Figure 1. Signal wires on met1.
Scale bar: 200 um.
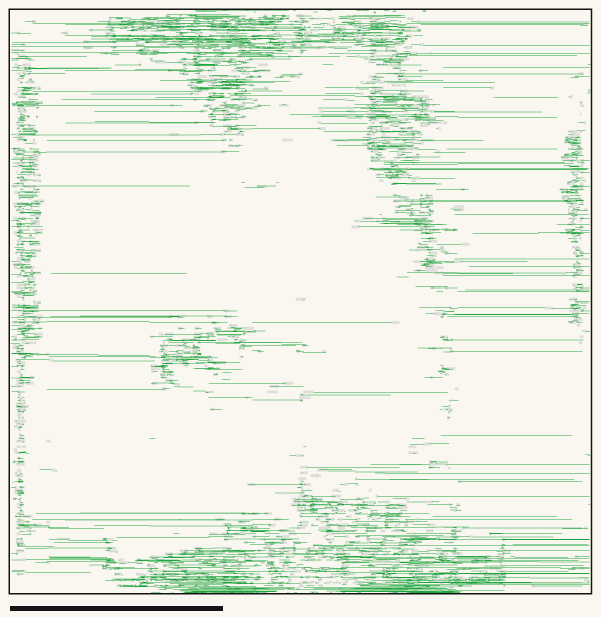
Figure 2. M2 wires.
Scale bar: 200 um.
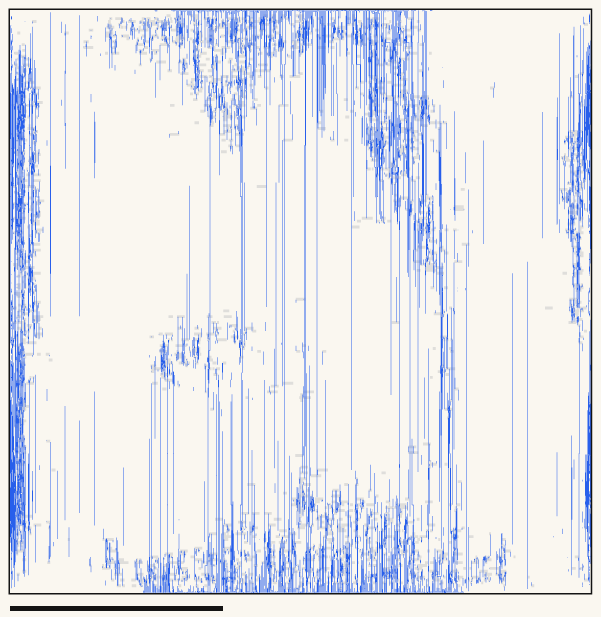
Figure 3. The metal 3 layer.
Scale bar: 200 um.
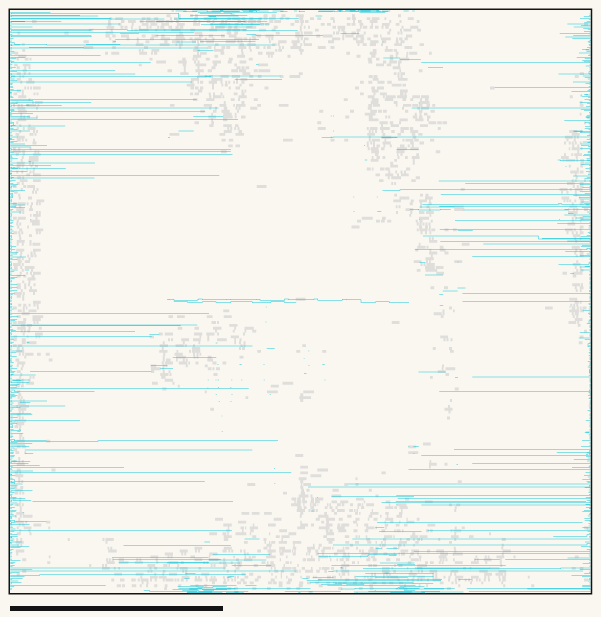
Figure 4. Signal wires on met4.
Scale bar: 200 um.
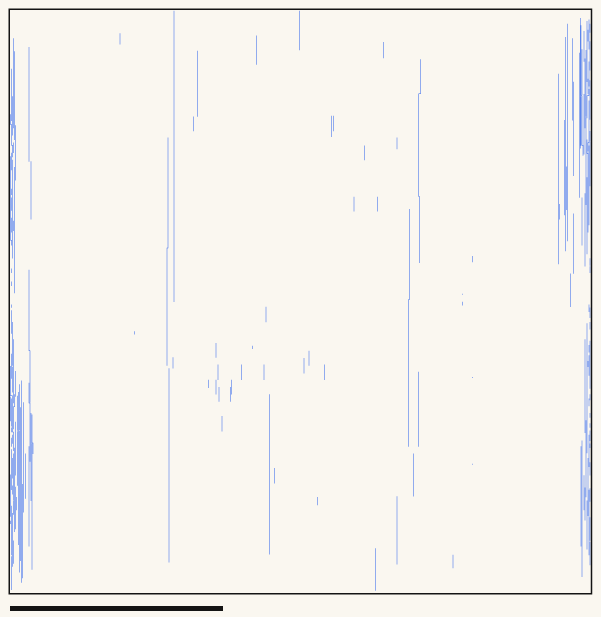
Figure 5. Congestion heat map.
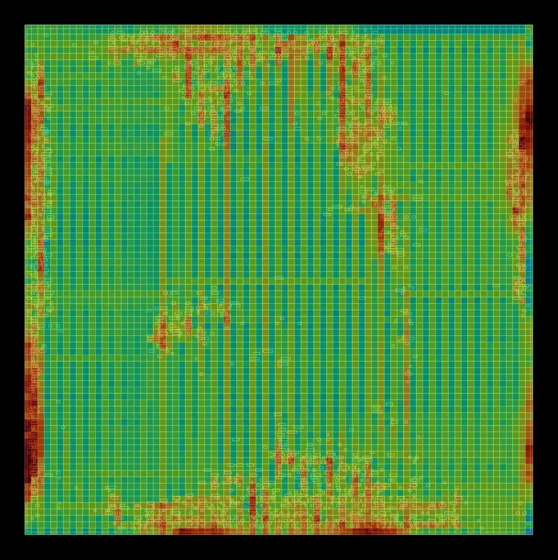
===== src/rtl/cache_arbiter_if.sv =====
// Line-port bundle between the icache, the dcache, the arbiter and physical memory.
// The arbiter takes the slave view; the cache/memory side takes the master view.
interface cache_arbiter_if #(
    parameter int ADDR_W = 32,
    parameter int LINE_W = 256
);
    logic [ADDR_W-1:0] i_pmem_address;
    logic              i_pmem_read;
    logic [LINE_W-1:0] i_pmem_rdata;
    logic              i_pmem_resp;

    logic [ADDR_W-1:0] d_pmem_address;
    logic              d_pmem_read;
    logic              d_pmem_write;
    logic [LINE_W-1:0] d_pmem_wdata;
    logic [LINE_W-1:0] d_pmem_rdata;
    logic              d_pmem_resp;

    logic [ADDR_W-1:0] mem_address;
    logic              mem_read;
    logic              mem_write;
    logic [LINE_W-1:0] mem_wdata;
    logic [LINE_W-1:0] mem_rdata;
    logic              mem_resp;

    modport slave (
        input  i_pmem_address, i_pmem_read,
        output i_pmem_rdata, i_pmem_resp,
        input  d_pmem_address, d_pmem_read, d_pmem_write, d_pmem_wdata,
        output d_pmem_rdata, d_pmem_resp,
        output mem_address, mem_read, mem_write, mem_wdata,
        input  mem_rdata, mem_resp
    );

    modport master (
        output i_pmem_address, i_pmem_read,
        input  i_pmem_rdata, i_pmem_resp,
        output d_pmem_address, d_pmem_read, d_pmem_write, d_pmem_wdata,
        input  d_pmem_rdata, d_pmem_resp,
        input  mem_address, mem_read, mem_write, mem_wdata,
        output mem_rdata, mem_resp
    );
endinterface


===== src/rtl/cache_arbiter.sv =====
// Shares one physical-memory line port between the icache and dcache: one transaction
// at a time, registered memory request, combinational response routing, one-cycle release.
module cache_arbiter #(
    parameter int ADDR_W    = 32,
    parameter int LINE_W    = 256,
    parameter int FIXED_PRI = 0
) (
    input logic            clk,
    input logic            rst,
    cache_arbiter_if.slave bus
);
    typedef enum logic [1:0] {IDLE, I_BUSY, D_BUSY, RELEASE} state_t;
    typedef enum logic {SRC_I = 1'b0, SRC_D = 1'b1} src_t;

    state_t            r_state;
    src_t              r_last_served;
    logic [ADDR_W-1:0] r_mem_address;
    logic              r_mem_read;
    logic              r_mem_write;
    logic [LINE_W-1:0] r_mem_wdata;

    logic w_i_req;
    logic w_d_req;
    logic w_grant_i;
    logic w_grant_d;

    assign w_i_req = bus.i_pmem_read;
    assign w_d_req = bus.d_pmem_read | bus.d_pmem_write;

    // On a tie the dcache wins when priority is fixed, otherwise whoever was not served last.
    always_comb begin
        w_grant_i = 1'b0;
        w_grant_d = 1'b0;
        if (w_i_req && w_d_req) begin
            if ((FIXED_PRI != 0) || (r_last_served == SRC_I)) begin
                w_grant_d = 1'b1;
            end else begin
                w_grant_i = 1'b1;
            end
        end else if (w_d_req) begin
            w_grant_d = 1'b1;
        end else if (w_i_req) begin
            w_grant_i = 1'b1;
        end
    end

    always_ff @(posedge clk) begin
        if (rst) begin
            r_state       <= IDLE;
            r_last_served <= SRC_I;
            r_mem_address <= '0;
            r_mem_read    <= 1'b0;
            r_mem_write   <= 1'b0;
            r_mem_wdata   <= '0;
        end else begin
            case (r_state)
                IDLE: begin
                    if (w_grant_d) begin
                        // A simultaneous read+write from the dcache is a writeback.
                        r_mem_address <= bus.d_pmem_address;
                        r_mem_write   <= bus.d_pmem_write;
                        r_mem_read    <= ~bus.d_pmem_write;
                        r_mem_wdata   <= bus.d_pmem_wdata;
                        r_state       <= D_BUSY;
                    end else if (w_grant_i) begin
                        r_mem_address <= bus.i_pmem_address;
                        r_mem_write   <= 1'b0;
                        r_mem_read    <= 1'b1;
                        r_state       <= I_BUSY;
                    end
                end
                I_BUSY: begin
                    if (bus.mem_resp) begin
                        r_last_served <= SRC_I;
                        r_mem_read    <= 1'b0;
                        r_mem_write   <= 1'b0;
                        r_state       <= RELEASE;
                    end
                end
                D_BUSY: begin
                    if (bus.mem_resp) begin
                        r_last_served <= SRC_D;
                        r_mem_read    <= 1'b0;
                        r_mem_write   <= 1'b0;
                        r_state       <= RELEASE;
                    end
                end
                RELEASE: begin
                    r_state <= IDLE;
                end
                default: begin
                    r_state <= IDLE;
                end
            endcase
        end
    end

    assign bus.mem_address  = r_mem_address;
    assign bus.mem_read     = r_mem_read;
    assign bus.mem_write    = r_mem_write;
    assign bus.mem_wdata    = r_mem_wdata;

    // Read data is shared; the per-cache resp is the only qualifier.
    assign bus.i_pmem_rdata = bus.mem_rdata;
    assign bus.d_pmem_rdata = bus.mem_rdata;
    assign bus.i_pmem_resp  = (r_state == I_BUSY) & bus.mem_resp;
    assign bus.d_pmem_resp  = (r_state == D_BUSY) & bus.mem_resp;
endmodule


===== src/flat_wrapper.sv =====
// flat-port wrapper written by rule: the top's interface ports become plain ports
module cache_arbiter_flat 
#(
    parameter int ADDR_W    = 32,
    parameter int LINE_W    = 256,
    parameter int FIXED_PRI = 0
)
  (clk, rst, bus_i_pmem_address, bus_i_pmem_read, bus_i_pmem_rdata, bus_i_pmem_resp, bus_d_pmem_address, bus_d_pmem_read, bus_d_pmem_write, bus_d_pmem_wdata, bus_d_pmem_rdata, bus_d_pmem_resp, bus_mem_address, bus_mem_read, bus_mem_write, bus_mem_wdata, bus_mem_rdata, bus_mem_resp);
  cache_arbiter_if #(.ADDR_W(ADDR_W), .LINE_W(LINE_W)) bus_i ();
  input logic clk;
  input logic rst;
  input wire logic [$bits(bus_i.i_pmem_address)-1:0] bus_i_pmem_address;
  input wire logic [$bits(bus_i.i_pmem_read)-1:0] bus_i_pmem_read;
  output wire logic [$bits(bus_i.i_pmem_rdata)-1:0] bus_i_pmem_rdata;
  output wire logic [$bits(bus_i.i_pmem_resp)-1:0] bus_i_pmem_resp;
  input wire logic [$bits(bus_i.d_pmem_address)-1:0] bus_d_pmem_address;
  input wire logic [$bits(bus_i.d_pmem_read)-1:0] bus_d_pmem_read;
  input wire logic [$bits(bus_i.d_pmem_write)-1:0] bus_d_pmem_write;
  input wire logic [$bits(bus_i.d_pmem_wdata)-1:0] bus_d_pmem_wdata;
  output wire logic [$bits(bus_i.d_pmem_rdata)-1:0] bus_d_pmem_rdata;
  output wire logic [$bits(bus_i.d_pmem_resp)-1:0] bus_d_pmem_resp;
  output wire logic [$bits(bus_i.mem_address)-1:0] bus_mem_address;
  output wire logic [$bits(bus_i.mem_read)-1:0] bus_mem_read;
  output wire logic [$bits(bus_i.mem_write)-1:0] bus_mem_write;
  output wire logic [$bits(bus_i.mem_wdata)-1:0] bus_mem_wdata;
  input wire logic [$bits(bus_i.mem_rdata)-1:0] bus_mem_rdata;
  input wire logic [$bits(bus_i.mem_resp)-1:0] bus_mem_resp;
  assign bus_i.i_pmem_address = bus_i_pmem_address;
  assign bus_i.i_pmem_read = bus_i_pmem_read;
  assign bus_i_pmem_rdata = bus_i.i_pmem_rdata;
  assign bus_i_pmem_resp = bus_i.i_pmem_resp;
  assign bus_i.d_pmem_address = bus_d_pmem_address;
  assign bus_i.d_pmem_read = bus_d_pmem_read;
  assign bus_i.d_pmem_write = bus_d_pmem_write;
  assign bus_i.d_pmem_wdata = bus_d_pmem_wdata;
  assign bus_d_pmem_rdata = bus_i.d_pmem_rdata;
  assign bus_d_pmem_resp = bus_i.d_pmem_resp;
  assign bus_mem_address = bus_i.mem_address;
  assign bus_mem_read = bus_i.mem_read;
  assign bus_mem_write = bus_i.mem_write;
  assign bus_mem_wdata = bus_i.mem_wdata;
  assign bus_i.mem_rdata = bus_mem_rdata;
  assign bus_i.mem_resp = bus_mem_resp;
  cache_arbiter #(.ADDR_W(ADDR_W), .LINE_W(LINE_W), .FIXED_PRI(FIXED_PRI)) u_core (.clk(clk), .rst(rst), .bus(bus_i));
endmodule

===== config.mk =====
export PLATFORM = sky130hd
export DESIGN_NAME = cache_arbiter_flat
export DESIGN_NICKNAME = d
export VERILOG_FILES = /design/src/rtl/cache_arbiter_if.sv /design/src/rtl/cache_arbiter.sv /design/src/flat_wrapper.sv
export SDC_FILE = /design/constraint.sdc
export NUM_CORES = 1
export LEC_CHECK = 0
export ABC_AREA = 0
export ABC_CLOCK_PERIOD_IN_PS = 1750
export CELL_PAD_IN_SITES_DETAIL_PLACEMENT = 1
export CELL_PAD_IN_SITES_GLOBAL_PLACEMENT = 1
export CORE_AREA = 2 2 544 546
export CTS_CLUSTER_SIZE = 12
export DETAILED_ROUTE_END_ITERATION = 8
export DIE_AREA = 0 0 546 548
export PLACE_DENSITY = 0.35
export SETUP_SLACK_MARGIN = 0.1
export SYNTH_ARGS = -nofsm -noshare
export SYNTH_HDL_FRONTEND = slang
export SYNTH_SLANG_ARGS = --single-unit
export TNS_END_PERCENT = 5

===== constraint.sdc =====
create_clock -name clk -period 1.75 [get_ports clk]
set_input_delay 0.35 -clock clk [delete_from_list [all_inputs] [get_ports clk]]
set_output_delay 0.35 -clock clk [all_outputs]
set_load 0.02 [all_outputs]

==> flow_summary.yaml <==
# synthesis and place-and-route metrics
outcome:
  status: "complete, but fails checks"
  violations: "setup timing"
sta:
  whs_ns: 0.1145
  timing.final.ws_setup_ns: -0.1810
  finalSetupViolCount: 77
setup_path:
  cp_data_arrival_time_ns: 1.58
  path_max_fanout: 3
yosys:
  ys_cells: 1896
  avgSynthCellArea_um2: 8.001
  postSynthCellCount: 1896
  ys_sh_simple_pct: 11.30
  syn-num-nets: 2483
  yosysTopAreaCellShare_pct: 38.66
finish:
  non_clock_inverter_count: 4
  n_all_buffers: 761
  logic_gate_count: 927
  antenna_cells: 4
  multiInputGateArea_um2: 5598
  stdcell_count: 5988
  comb-cell-share_pct: 21.48
die:
  std_cell_rows: 199
  taps: 3919
  die_area_um2: 299200
drt:
  first_pass_iters: 4
pwr:
  power_leader: "combinational logic"
  pwr.group.clock_uw: 9710
global_routing:
  antenna_found_initial: 38
min_path:
  worstHoldPathType: "input pin to flip-flop"
-- Figure 1 (at the start) --
nets with wire on the layer = 2189
main direction = horizontal
wire length on this layer = 47.9 mm
share of all routed wire = 33%
longest straight run = 253 um

-- Figure 2 (at the start) --
wire length on this layer = 62.2 mm
longest straight run = 456 um
vias: 14470
met2 usage: 13.53%
routed wire length: 143.1 mm

-- Figure 3 (at the start) --
share of all routed wire = 17%
nets with wire on the layer = 591
wire length on this layer = 24.3 mm
longest straight run = 268 um
main direction = horizontal

-- Figure 4 (at the start) --
main direction = vertical
wire length on this layer = 8610 um
nets with wire on the layer = 132
longest straight run = 273 um
share of all routed wire = 6.0%

-- Figure 5 (at the start) --
met3 global-route usage: 6.606%
drt wl/cell: 23.90 um
Tot GR Track Use: 8.905%

## timing repair
action / CTS / global route
endpoints found under the hold margin: 0 / 0
gates resized: 1015 / 244
gates cloned: 0 / 15
setup endpoints to repair: 358 / 301
hold buffers: 0 / 0
pin swaps: 55 / 79
setup buffers: 3 / 22
## path summary, 6_finish.rpt
kind,from,end,slack (ns)
min reg2reg,u_core.bus.mem_wdata[162]$_SDFFE_PP0P_,u_core.bus.mem_wdata[162]$_SDFFE_PP0P_,0.46
max reg2reg,u_core.r_state[1]$_SDFFE_PP0P_,u_core.bus.mem_wdata[234]$_SDFFE_PP0P_,-0.09
min,rst,u_core.bus.mem_wdata[170]$_SDFFE_PP0P_,0.11
max,u_core.r_state[1]$_SDFFE_PP0P_,bus_i_pmem_resp,-0.18
No activity file was given, so power comes from the tool's default toggle rates.
